**Run 1: placed cells, one color a class**

Scale: 6 px per um.
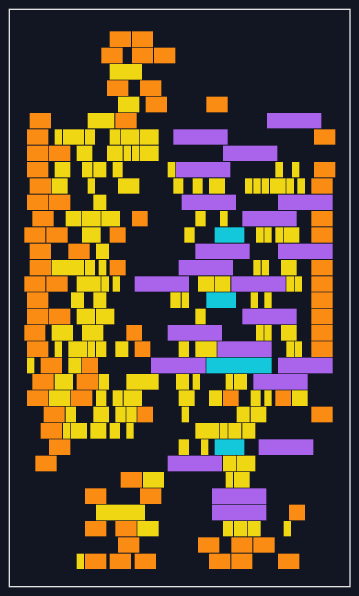
**Run 1: placement view**

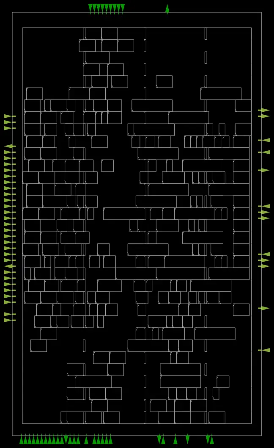
**Run 1: metal 3**

Scale: 4 px per um. Cells faint in the background.
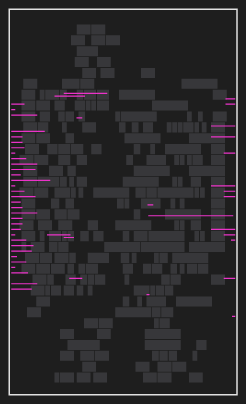
==> config.mk <==
export PLATFORM = sky130hd
export DESIGN_NAME = alu_result_stage_flat
export DESIGN_NICKNAME = d
export VERILOG_FILES = /design/src/rtl/alu_result_stage_pkg.sv /design/src/rtl/alu_result_stage_if.sv /design/src/rtl/alu_result_select.sv /design/src/rtl/alu_result_stage.sv /design/src/flat_wrapper.sv
export SDC_FILE = /design/constraint.sdc
export NUM_CORES = 1
export LEC_CHECK = 0
export CELL_PAD_IN_SITES_DETAIL_PLACEMENT = 0
export CELL_PAD_IN_SITES_GLOBAL_PLACEMENT = 1
export CORE_ASPECT_RATIO = 1.75
export CORE_MARGIN = 2
export CORE_UTILIZATION = 30
export CTS_BUF_LIST = sky130_fd_sc_hd__clkbuf_2 sky130_fd_sc_hd__clkbuf_4 sky130_fd_sc_hd__clkbuf_8
export DETAILED_ROUTE_END_ITERATION = 10
export PLACE_DENSITY = 0.95
export SYNTH_ARGS = -nofsm -noshare
export SYNTH_HDL_FRONTEND = slang
export SYNTH_SLANG_ARGS = --single-unit
==> constraint.sdc <==
create_clock -name clk -period 2.77 [get_ports clk]
set_clock_uncertainty 0.2 [all_clocks]
set_input_delay 0.554 -clock clk [delete_from_list [all_inputs] [get_ports clk]]
set_output_delay 0.554 -clock clk [all_outputs]
set_load 0.02 [all_outputs]
==> flow_summary.json, run 1 <==
{
  "run_status": "finished, final reports clean",
  "power.static_leakage_nw": 0.945,
  "antenna_found_initial": 0,
  "stdcell_count": 285,
  "crit_buf_inv": 2,
  "maxCapViolations": 0,
  "crit_path_cell_trace": "clkdlybuf4s50_1 -> buf_4 -> mux2i_1 -> o211ai_1 -> nor4_2 -> a21oi_1",
  "ys.flop_type": "sky130_fd_sc_hd__dfrtp_1",
  "nMultiInputCombCells": 127,
  "yosys-stat-area_um2": 1450,
  "routed_wirelength_um": 3830,
  "grt_pass1_wl_um": 6270,
  "cts.hold.buffers_added": 0,
  "fin_ws_ps": 398,
  "layout.sequential_cells": 22,
  "depth_of_the_worst_register_to_register_path": 4,
  "n_antenna_cell": 0,
  "cts_num_sinks": 22,
  "crit_path_end_kind": "flop",
  "holdPathStages": 2,
  "max_freq_mhz": 422,
  "timing.reg2reg.setup_slack_ps": 1160,
  "synth.yosys.num_cells": 162,
  "final-setup-viol-count": 0,
  "pin_count": 82,
  "yosys.area_share.aoi_pct": 21.6,
  "global_route.usage.met1_pct": 15.1,
  "synth.cells.most_frequent": "sky130_fd_sc_hd__nand2_1, sky130_fd_sc_hd__dfrtp_1, sky130_fd_sc_hd__a22oi_1, sky130_fd_sc_hd__nor2_1, sky130_fd_sc_hd__o21ai_0",
  "gr_ovfl_total": 0,
  "routed_met1_length_um": 1400,
  "pwr-share-seq_pct": 38.5,
  "finalNetCount": 301,
  "xor_area_share_pct": 0.604,
  "post_synth_fa_ha_maj_area_fraction_pct": 0,
  "layout.cells.most_common_list": "sky130_fd_sc_hd__clkdlybuf4s50_1, sky130_fd_sc_hd__nand2_1, sky130_fd_sc_hd__dfrtp_1",
  "final.period_utilization_pct": 85.6,
  "yosysTopAreaCellShare_pct": 38.0,
  "pre_cts_ws_ps": 88.1,
  "hold_slack_ps": 276,
  "fp.coreArea_um2": 4670,
  "syn-mean-instance-area_um2": 8.95,
  "internal_power_mw": 0.920,
  "gp_congestion": 0.827,
  "critPathLaunchType": "input pin",
  "synthToLayoutAreaGrowth_pct": 55.4,
  "pwr-share-clk_pct": 22.0,
  "warning_count": 37,
  "tritoncts_buffers": 3,
  "drtIter0Drc": 43
}
## Picture notes: 'placed cells, one color a class'
legend:
  flops:
    color: purple
    cells: 22
    share_of_their_area: 25%
  other buffers and delay cells:
    color: orange
    cells: 77
    share_of_their_area: 34%
  clock drivers and dummy loads:
    color: cyan
    cells: 4
    share_of_their_area: 3.3%
  combinational and other logic:
    color: yellow
    cells: 130
    share_of_their_area: 38%
post-route cell area: 2250 um^2
Site Rows: 33

## Picture notes: 'placement view'
final standard cell utilization of the core: 48.3%
sequential fraction of total cell area: 24.4%
Fill cells: 464

## Picture notes: 'metal 3'
main direction: horizontal
longest straight run: 20.9 um
vias after detailed routing: 1,427
met3 Resource Use GR: 2.02%

==> run 1 -> run 2 <==
Settings changed: SLEW_MARGIN from default to 15.
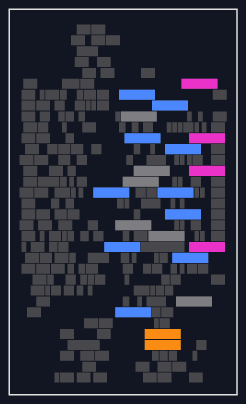
**Above:** run 2 (register map, names as in the netlist).
Scale: 4 px per um. Other sequential cells in the stronger gray, the rest of the logic in the fainter gray.
legend:
  u_core.bus.out_rd:
    color: magenta
    placed_flops: 4
  u_core.state_q:
    color: orange
    placed_flops: 2
  u_core.skid_q:
    color: blue
    placed_flops: 10
not colored: 6
power drawn by the sequential cells: 0.518 mW
Flop area: 551 um^2

==> run 2 against run 1 <==
  * Synthesized cell count unchanged
  * Sequential share of layout area unchanged
  * First-iteration DRC count unchanged
  * Register-to-register slack about the same
  * Combinational power about the same
  * Count of clock-buffer cells in the layout unchanged
  * Die size unchanged
  * Via count unchanged
  * Flip-flop count unchanged
  * Total power unchanged
==> flow_summary.json, run 2 <==
{
  "run_status": "finished, final reports clean",
  "pin_count": 82,
  "max_freq_mhz": 422,
  "crit_buf_inv": 2,
  "global_route.usage.met1_pct": 15.1,
  "cts.hold.buffers_added": 0,
  "row_count": 33,
  "pre_cts_ws_ps": 88.1,
  "yosysTopAreaCellShare_pct": 38.0,
  "layout.sequential_cells": 22,
  "fp.coreArea_um2": 4670,
  "sequential_fraction_of_total_cell_area_pct": 24.4,
  "synth.cells.most_frequent": "sky130_fd_sc_hd__nand2_1, sky130_fd_sc_hd__dfrtp_1, sky130_fd_sc_hd__a22oi_1, sky130_fd_sc_hd__nor2_1, sky130_fd_sc_hd__o21ai_0",
  "warning_count": 37,
  "pwr-share-clk_pct": 22.0,
  "maxCapViolations": 0,
  "routed_met1_length_um": 1400,
  "critPathLaunchType": "input pin",
  "pwr-share-seq_pct": 38.5,
  "ys.flop_type": "sky130_fd_sc_hd__dfrtp_1",
  "crit_path_end_kind": "flop",
  "stdcell_count": 285,
  "hold_slack_ps": 276,
  "finalNetCount": 301,
  "grt_pass1_wl_um": 6270,
  "final_area_um2": 2250,
  "final-setup-viol-count": 0,
  "syn-mean-instance-area_um2": 8.95,
  "power.static_leakage_nw": 0.945,
  "tritoncts_buffers": 3
}
Power is estimated from default activity; no workload was simulated.
